### Register map, names as in the netlist, run 1

The bar under the picture is 20 um long. Other sequential cells in the stronger grey, the rest of the logic in the fainter grey.
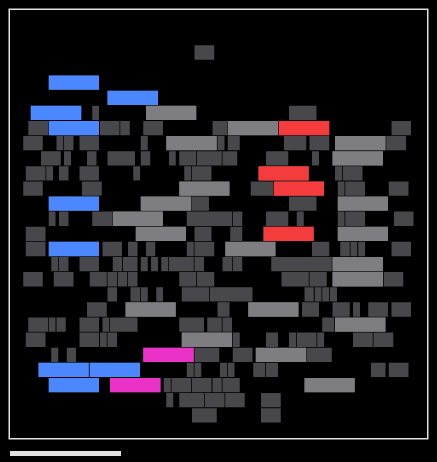
### Cell density map, run 1

The die is cut into 8 by 8 equal tiles; black is low, pale yellow is high, 0 to 100% covered.
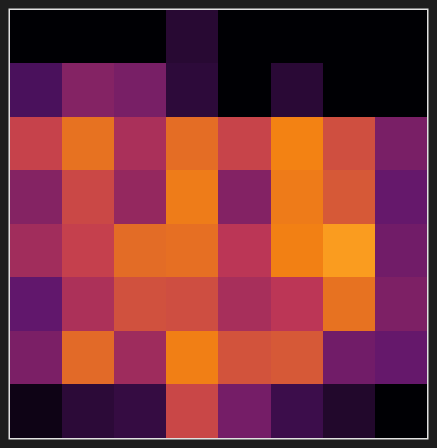
### Cell classes on the final placement, run 1

The bar under the picture is 20 um long. Fill, decap, tap and diode cells in grey.
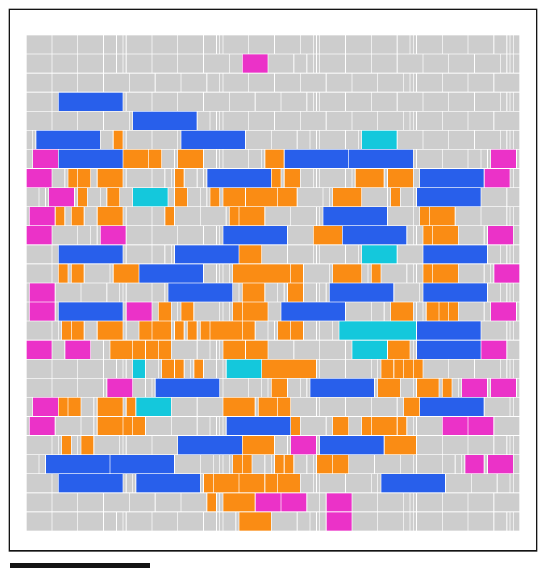
File: config.mk
export PLATFORM = sky130hd
export DESIGN_NAME = sd_stream_ctrl
export DESIGN_NICKNAME = d
export VERILOG_FILES = /design/src/rtl/sd_pkg.sv /design/src/rtl/sd_shift_src.sv /design/src/rtl/sd_stream_ctrl.sv
export SDC_FILE = /design/constraint.sdc
export NUM_CORES = 1
export LEC_CHECK = 0
export CAP_MARGIN = 15
export CORE_AREA = 2 2 73 75
export CTS_BUF_LIST = sky130_fd_sc_hd__clkbuf_8 sky130_fd_sc_hd__clkbuf_16
export DETAILED_ROUTE_END_ITERATION = 6
export DIE_AREA = 0 0 75 77
export PLACE_DENSITY = 0.58
export SLEW_MARGIN = 20
export SYNTH_ARGS = -nofsm -noshare
export SYNTH_HDL_FRONTEND = slang
export SYNTH_SLANG_ARGS = --single-unit
File: constraint.sdc
create_clock -name clk -period 4.7 [get_ports clk]
set_input_delay 0.47 -clock clk [delete_from_list [all_inputs] [get_ports clk]]
set_output_delay 0.47 -clock clk [all_outputs]
set_load 0.02 [all_outputs]
File: src/rtl/sd_pkg.sv
// Shared types and defaults for the sequence-detector stream controller.
package sd_pkg;

  localparam int SD_WIDTH   = 10;
  localparam int SD_DET_LAT = 1;

  typedef enum logic [1:0] {
    IDLE,
    SHIFT,
    DRAIN,
    DONE
  } sd_state_t;

endpackage

File: src/rtl/sd_shift_src.sv
// Loadable LSB-first shift source; drives the registered detector input bit.
module sd_shift_src
  import sd_pkg::*;
#(
  parameter int WIDTH = SD_WIDTH,
  parameter int LEN_W = 4
) (
  input  logic             clk,
  input  logic             rst_n,
  input  logic             i_load,
  input  logic             i_run,
  input  logic             i_clr,
  input  logic [WIDTH-1:0] i_data,
  input  logic [LEN_W-1:0] i_len,
  output logic             o_sd,
  output logic [LEN_W-1:0] o_idx,
  output logic             o_last
);

  logic [WIDTH-1:0] r_sh;
  logic [LEN_W-1:0] r_cnt;
  logic [LEN_W-1:0] r_len;
  logic             r_sd;

  assign o_sd   = r_sd;
  assign o_idx  = r_cnt;
  assign o_last = (r_cnt == r_len - LEN_W'(1));

  always_ff @(posedge clk or negedge rst_n) begin
    if (!rst_n) begin
      r_sh  <= '0;
      r_cnt <= '0;
      r_len <= '0;
      r_sd  <= 1'b0;
    end else if (i_clr) begin
      r_sd <= 1'b0;
    end else if (i_load) begin
      r_sh  <= i_data >> 1;
      r_sd  <= i_data[0];
      r_cnt <= '0;
      r_len <= i_len;
    end else if (i_run && !o_last) begin
      r_sd  <= r_sh[0];
      r_sh  <= r_sh >> 1;
      r_cnt <= r_cnt + LEN_W'(1);
    end else begin
      // last bit leaves the line; detector sees zeros afterwards
      r_sd <= 1'b0;
    end
  end

endmodule

File: src/rtl/sd_stream_ctrl.sv
// Streams a word into the sequence detector and tallies aligned hits.
module sd_stream_ctrl
  import sd_pkg::*;
#(
  parameter int WIDTH   = SD_WIDTH,
  parameter int LEN_W   = 4,
  parameter int CNT_W   = 4,
  parameter int DET_LAT = SD_DET_LAT
) (
  input  logic             clk,
  input  logic             rst_n,
  input  logic             start,
  input  logic [WIDTH-1:0] data_in,
  input  logic [LEN_W-1:0] len_in,
  input  logic             abort,
  output logic             ready,
  output logic             busy,
  output logic             done,
  output logic [CNT_W-1:0] match_count,
  output logic [LEN_W-1:0] first_idx,
  output logic             hit,
  output logic             sd_i,
  input  logic             sd_o
);

  sd_state_t r_state;
  sd_state_t w_next;

  logic             w_accept;
  logic             w_abort;
  logic             w_run;
  logic             w_last;
  logic             w_smp;
  logic [LEN_W-1:0] w_idx;
  logic [LEN_W-1:0] w_len;

  logic [DET_LAT-1:0] r_vld;
  logic [DET_LAT-1:0] r_lst;
  logic [LEN_W-1:0]   r_idx [DET_LAT];

  logic [CNT_W-1:0] r_cnt;
  logic [LEN_W-1:0] r_fidx;
  logic             r_hit;

  assign ready = (r_state == IDLE);
  assign busy  = (r_state == SHIFT) || (r_state == DRAIN);
  assign done  = (r_state == DONE);

  assign match_count = r_cnt;
  assign first_idx   = r_fidx;
  assign hit         = r_hit;

  assign w_accept = start && (r_state == IDLE);
  assign w_abort  = abort && (r_state != IDLE);
  assign w_run    = (r_state == SHIFT);
  assign w_len    = (len_in == '0 || int'(len_in) > WIDTH)
                  ? LEN_W'(WIDTH) : len_in;

  sd_shift_src #(
    .WIDTH (WIDTH),
    .LEN_W (LEN_W)
  ) u_src (
    .clk    (clk),
    .rst_n  (rst_n),
    .i_load (w_accept),
    .i_run  (w_run),
    .i_clr  (w_abort),
    .i_data (data_in),
    .i_len  (w_len),
    .o_sd   (sd_i),
    .o_idx  (w_idx),
    .o_last (w_last)
  );

  always_ff @(posedge clk or negedge rst_n) begin
    if (!rst_n) r_state <= IDLE;
    else        r_state <= w_next;
  end

  always_comb begin
    w_next = r_state;
    unique case (r_state)
      IDLE:  if (start) w_next = SHIFT;
      SHIFT: if (w_last) w_next = DRAIN;
      DRAIN: if (r_lst[DET_LAT-1]) w_next = DONE;
      DONE:  w_next = IDLE;
      default: w_next = IDLE;
    endcase
    if (w_abort) w_next = IDLE;
  end

  // each tag reaches the tail as the detector reflects its bit
  always_ff @(posedge clk or negedge rst_n) begin
    if (!rst_n) begin
      r_vld <= '0;
      r_lst <= '0;
      for (int i = 0; i < DET_LAT; i++) r_idx[i] <= '0;
    end else if (w_abort || w_accept) begin
      r_vld <= '0;
      r_lst <= '0;
    end else begin
      r_vld[0] <= w_run;
      r_lst[0] <= w_run && w_last;
      r_idx[0] <= w_idx;
      for (int i = 1; i < DET_LAT; i++) begin
        r_vld[i] <= r_vld[i-1];
        r_lst[i] <= r_lst[i-1];
        r_idx[i] <= r_idx[i-1];
      end
    end
  end

  assign w_smp = r_vld[DET_LAT-1] && sd_o && !w_abort;

  always_ff @(posedge clk or negedge rst_n) begin
    if (!rst_n) begin
      r_cnt  <= '0;
      r_fidx <= '0;
      r_hit  <= 1'b0;
    end else if (w_accept) begin
      r_cnt  <= '0;
      r_fidx <= '0;
      r_hit  <= 1'b0;
    end else if (w_smp) begin
      if (r_cnt != '1) r_cnt <= r_cnt + CNT_W'(1);
      if (!r_hit) begin
        r_hit  <= 1'b1;
        r_fidx <= r_idx[DET_LAT-1];
      end
    end
  end

endmodule

==> notes.md, run 1 <==
flow finished, numbers: Max-area cell share 51.6%, CTS tree done, YS warnings 0, worst reg-to-reg path cell count 7, Reg-to-Reg End u_src.r_sh[1], vias per cell 4.59, vias in the first global route 1171, Flops 35, core footprint 0.00498 mm2, Mux area share 11.5%, crit path kind reg -> out, die footprint 0.00578 mm2, Async SR Flop Fraction 100%, clock share of power 21.0%, fin util 44.1%, Post-Synthesis Cells 158, Slew Viols, Final 0, die width 75 um, first-pass GRT wire length 5330 um, worst flop-to-flop path startpoint u_src.r_len[0], Power Density 601 mW/mm2, initial core utilization 34.1%, CP arrival 1.70 ns, M1 WL 1400 um, initial antenna violation count 0, clock buffers 6, max frequency 0.461 GHz, Yosys reg bits 35, status completed, Clock buf/inv share 5.36%, Setup-failing EPs final 0, most common cell after layout, fill and taps aside dfrtp_1, Biggest Area Class sequential cells, Logic family by area simple AND/OR/NAND/NOR gates, total sequential power 0.480 mW
Notes on 'Register map, names as in the netlist' above:
| colour | netlist name | sequential cells |
|---|---|---|
| red | r_idx | 4 |
| blue | u_src.r_sh | 9 |
| magenta | r_state | 2 |
not coloured: 20

Notes on 'Cell density map' above:
nearly empty tiles: 17%
tiles over 75% full: 1.6%
fullest tile: 78%

Notes on 'Cell classes on the final placement' above:
| colour | class | cells | share of their area |
|---|---|---|---|
| cyan | clock drivers and dummy loads | 8 | 5.6% |
| orange | remaining logic cells | 118 | 38% |
| blue | registers | 35 | 42% |
| magenta | remaining buffers and delay cells | 32 | 15% |

==> run 1: metrics by stage <==
step	power, mW	instances	hold WS [ns]	cell area (um2)
floorplan	0.905	158	0.174	1700
finish	1.32	263	0.494	2190
detailed placement	1.06	255	0.485	2080
CTS	1.35	263	0.501	2190
global placement	1.04	255	0.479	2080
global route	1.43	263	0.527	2190
==> run 1: how the worst min path moves through the flow <==
stage	endpoint	slack (ns)	cells after the start
global placement	u_src.r_len[3]	0.48	2
floorplan	first_idx[0]	0.17	0
finish	u_src.r_len[3]	0.49	2
CTS	u_src.r_len[3]	0.50	2
global route	u_src.r_len[3]	0.53	2
detailed placement	u_src.r_len[3]	0.48	2
### Wiring by layer, run 1

The bar under the picture is 20 um long. Two of the layers only.
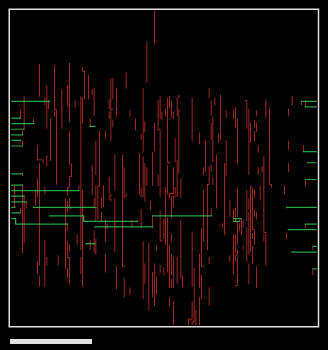

==> run 2, diff against run 1 <==
Settings changed: PLACE_DENSITY 0.58 to 0.6.
Clock period 4.7 ns to 1.9 ns, I/O delays scaled along.
### Wiring by layer, run 2

The bar under the picture is 20 um long. Two of the layers only.
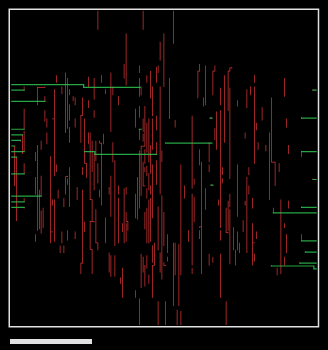
| colour | layer | wire length |
|---|---|---|
| red | M2 | 1480 um |
| green | M3 | 146 um |

==> run 2 against run 1 <==
- design area is 3.6% higher
- largest cell class unchanged
- clock skew is 0.00096 ns lower
- wire length is 1.1% higher
- synthesized area stayed put
==> notes.md, run 2 <==
flow finished, numbers: busiest layer in global routing met2 (unchanged), crit path kind reg -> reg (was reg -> out), clock share of power 15.0% (was 21.0%), cell taking the most area after synthesis dfrtp_1 (unchanged), num ports 32 (unchanged), YS warnings 0 (unchanged), Power Density 1440 mW/mm2 (was 601 mW/mm2), routability congestion estimate from global placement 0.707 (was 0.722), VDD IR max 0.000668 V (was 0.000269 V), initial antenna violation count 0 (unchanged), Clock buf/inv share 3.58% (was 5.36%), slew margin rel. 68.0% (was 49.5%), Mapped Nets 184 (unchanged), Logic family by area simple AND/OR/NAND/NOR gates (unchanged), pre-CTS setup slack 0.0494 ns (was 2.44 ns), total sequential power 1.18 mW (was 0.480 mW), met3 wire len 145 um (was 182 um), clock buffers 5 (was 6), CP arrival 1.97 ns (was 1.70 ns), CP bufs+invs 2 (unchanged), Layout area overhead 34.0% (was 29.3%), post-CTS sizing 1 (was 0), Post-Place Cells 265 (was 255), drt first-iter violations 28 (was 61), met1 global-route usage 15.8% (was 15.0%), ys cells 158 (unchanged), yosys simple share 13.4% (unchanged), largest net degree at the start of global routing 36 (unchanged), FA/HA/MAJ Cells, Area Fraction 5.16% (unchanged), Max Used Layer met4 (unchanged), most frequent cells in the layout 35 x dfrtp_1, 29 x clkdlybuf4s50_1, 20 x nor2_1, 15 x mux2i_1, 13 x nand2_1 (was 35 x dfrtp_1, 31 x clkdlybuf4s50_1, 20 x nor2_1, 15 x mux2i_1, 13 x nand2_1), Max-Cap Viols 0 (unchanged), Yosys reg bits 35 (unchanged), core footprint 0.00498 mm2 (unchanged), tally of OpenROAD warnings 30 (was 29), tap cells 70 (unchanged), Biggest Area Class sequential cells (unchanged), post-route ant nets 0 (unchanged), die footprint 0.00578 mm2 (unchanged), clock-net power 0.490 mW (was 0.276 mW), Slew Viols, Final 0 (unchanged), Sequential Power Share 36.0% (was 36.4%), WP data required 2.06 ns (was 4.23 ns), Top reg by flops u_src.r_sh (unchanged), drt drc 0 (unchanged), crit path capture type flop (was output port), number of logic gates 110 (unchanged), via count 1240 (was 1207), average footprint of a synthesized cell 10.7 um2 (unchanged), Max-area cell share 51.6% (unchanged), most frequent cell after synthesis dfrtp_1 (unchanged), status completed (unchanged), P_int 2.06 mW (was 0.843 mW), vias per cell 4.51 (was 4.59), gr ovfl total 0 (unchanged), die width 75 um (unchanged), Netlist Area Pre-Place 0.00170 mm2 (unchanged), worst path cell trace inv_2, ha_4, xor2_1, nand3_2, o211ai_4, buf_4, mux2i_1, a21oi_1 (was inv_1, ha_1, clkdlybuf4s50_1), Std-Cell Rows 26 (unchanged), Fin Hold WS 0.318 ns (was 0.494 ns), Setup-failing EPs final 0 (unchanged), ant diodes 0 (unchanged), fin util 45.7% (was 44.1%), Layout Cells excl Fill 275 (was 263), Placed Area 0.00216 mm2 (was 0.00208 mm2), first-pass GRT wire length 5350 um (was 5330 um), Static Leak 1.09 nW (was 1.02 nW), met2 Track Usage GR 18.3% (was 18.2%), Post-Synthesis Cells 158 (unchanged), Design Power 3.27 mW (was 1.32 mW), RSZ-0062 raised after global routing true (was false), Async SR Flop Fraction 100% (unchanged), max frequency 0.553 GHz, ao+oa area frac 9.58% (unchanged), Mux area share 11.5% (unchanged), Routed WL 3100 um (was 3070 um), CTS tree done (unchanged), Comb power frac 49.0% (was 42.6%), buffers added on ports 31 (unchanged), clk sinks 35 (unchanged), Flops 35 (unchanged), vias in the first global route 1181 (was 1171), H-tree levels 2 (unchanged), most common cell after layout, fill and taps aside dfrtp_1 (unchanged), WL/cell 11.3 um (was 11.7 um), Hold Vio Cnt, Final 0 (unchanged), M1 WL 1450 um (was 1400 um), post-route cell area 0.00227 mm2 (was 0.00219 mm2), initial core utilization 34.1% (unchanged), Non-Clock Buffer Count 44 (was 32)
### Cell classes on the final placement, run 2

The bar under the picture is 20 um long. Fill, decap, tap and diode cells in grey.
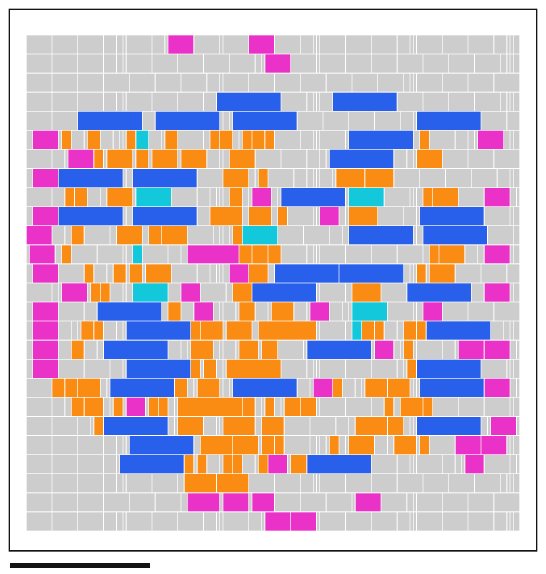
| colour | class | cells | share of their area |
|---|---|---|---|
| cyan | clock drivers and dummy loads | 8 | 3.7% |
| orange | remaining logic cells | 118 | 37% |
| blue | registers | 35 | 40% |
| magenta | remaining buffers and delay cells | 44 | 19% |

run 2: cell types whose count changed in the layout (fill, tap and decap cells not counted):
cell,change
buf_4,+11
ha_1,-1
ha_4,+1
buf_12,+1
bufinv_16,-1
inv_2,+2
clkbuf_8,-1
clkdlybuf4s50_1,-2
dlygate4sd2_1,+1
dlymetal6s2s_1,+1
run 2: final timing paths:
kind	from	end	slack, ns	cells past startpoint
max	u_src.r_len[1]	u_src.r_sh[0]	0.09	8
min	rst_n	match_count[0]	0.32	2
max reg2reg	u_src.r_len[1]	u_src.r_sh[0]	0.09	8
min reg2reg	u_src.r_sh[8]	u_src.r_sh[8]	0.50	2
max in group asynchronous	rst_n	u_src.r_sh[6]	1.27	2
min in group clk	data_in[9]	u_src.r_sh[8]	0.45	3
### Congestion heat map, run 2

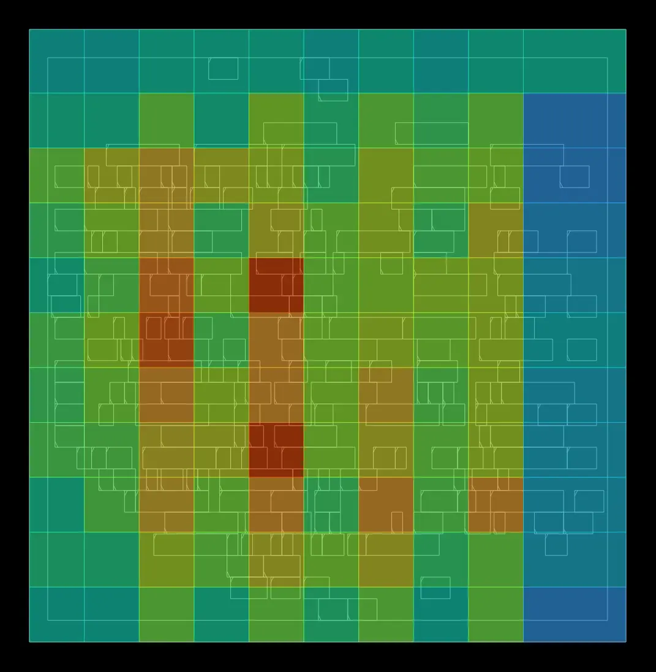

==> run 3, diff against run 2 <==
Settings changed: REMOVE_ABC_BUFFERS set to 1.
### Congestion heat map, run 3

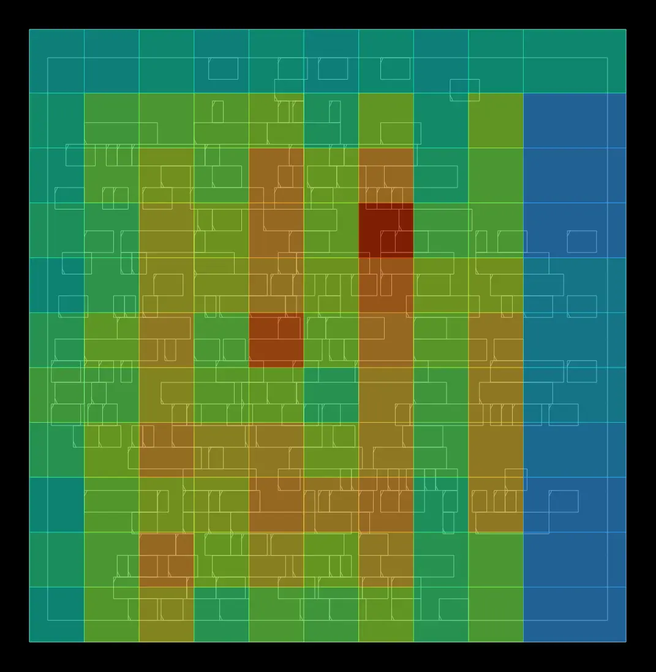
fin util: 46.2%
met3 Track Usage GR: 3.94%
met2 Track Usage GR: 18.1%
aggregate global-route resource usage: 12.6%

### Cell density map, run 3

The die is cut into 8 by 8 equal tiles; black is low, pale yellow is high, 0 to 100% covered.
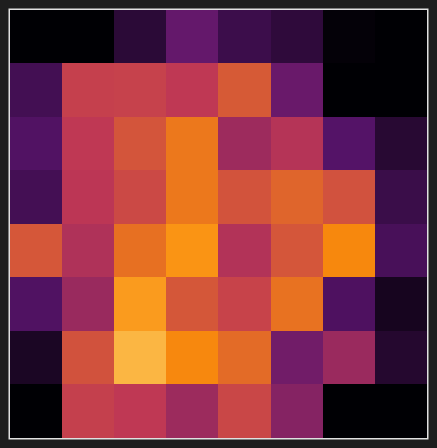
core footprint: 0.00498 mm2
initial core utilization: 34.1%

==> run 3 against run 2 <==
- wire length up 5.6%
- fmax shrank 0.78%
- largest power group unchanged
- power is 3.0% higher
- critical path depth is the same
- synthesized area unchanged
- sequential cell count unchanged
- highest routed layer unchanged
- setup slack worse by 0.014 ns
==> notes.md, run 3 <==
flow finished, numbers: vias in the first global route 1157 (was 1181), ant diodes 0 (unchanged), flop2flop setup slack 0.08 ns (was 0.09 ns), yosys simple share 13.4% (unchanged), VDD IR max 0.000541 V (was 0.000668 V), slew margin rel. 68.6% (was 68.0%), routability congestion estimate from global placement 0.731 (was 0.707), worst path cell trace inv_2, ha_4, xor2_1, nand3_2, o211ai_4, clkbuf_16, mux2i_1, a21oi_1 (was inv_2, ha_4, xor2_1, nand3_2, o211ai_4, buf_4, mux2i_1, a21oi_1), post-CTS sizing 1 (unchanged), clk sinks 35 (unchanged), Crit path depth 8 (unchanged), Logic family by area simple AND/OR/NAND/NOR gates (unchanged), total sequential power 1.18 mW (about the same), Mux area share 11.5% (unchanged), Sequential Power Share 35.0% (was 36.0%), busiest layer in global routing met2 (unchanged), clock-net power 0.523 mW (was 0.490 mW), P_int 2.11 mW (was 2.06 mW), cell taking the most area after synthesis dfrtp_1 (unchanged), CTS tree done (unchanged), Reg-to-Reg End u_src.r_sh[2] (was u_src.r_sh[0]), die width 75 um (unchanged), WP data required 2.07 ns (was 2.06 ns), YS warnings 0 (unchanged), max frequency 0.548 GHz (was 0.553 GHz), Fin Hold WS 0.309 ns (was 0.318 ns), CP bufs+invs 2 (unchanged), Async SR Flop Fraction 100% (unchanged), met3 wire len 125 um (was 145 um), most frequent cells in the layout 35 x dfrtp_1, 29 x clkdlybuf4s50_1, 20 x nor2_1, 15 x mux2i_1, 13 x nand2_1 (unchanged), worst reg-to-reg path cell count 8 (unchanged), num ports 32 (unchanged), drt drc 0 (unchanged), Layout area overhead 35.4% (was 34.0%), crit path capture type flop (unchanged), Worst setup endpoint u_src.r_sh[2] (was u_src.r_sh[0]), most common cell after layout, fill and taps aside dfrtp_1 (unchanged), vias per cell 4.47 (was 4.51), Hold Vio Cnt, Final 0 (unchanged), crit path kind reg -> reg (unchanged), most frequent cell after synthesis dfrtp_1 (unchanged), tally of OpenROAD warnings 29 (was 30), average footprint of a synthesized cell 10.7 um2 (unchanged), status completed (unchanged)
==> run 3: cell counts after synthesis <==
No cell type changed its count.
==> run 3: metrics by stage <==
step | utilization, % | area (um2)
2_1_floorplan | - | 1670
3_3_place_gp | 43.0 | 2140
3_5_place_dp | 43.0 | 2140
4_1_cts | 44.7 | 2220
5_1_grt | 46.2 | 2300
6_report | 46.2 | 2300
==> run 3: final cells by class <==
class,count,area [um2]
well taps,70,87.6
fillers,494,2680
inverters,8,30.0
clock buffers,5,68.8
clock inverters,3,15.0
flip-flops and latches,35,876
multi-input cells,110,791
repair buffers,43,432
==> run 3: cell families (layout without fill, tap and decap cells) <==
kind of cell	after synthesis	in the layout
AOI/OAI and AO/OA	25	25
xor gates and xnor gates	9	9
adders and majority gates	7	7
buffers and inverters	13	59
DFF	35	35
muxes	19	19
and+or+nand+nor	50	50
Power and IR drop assume default switching activity.
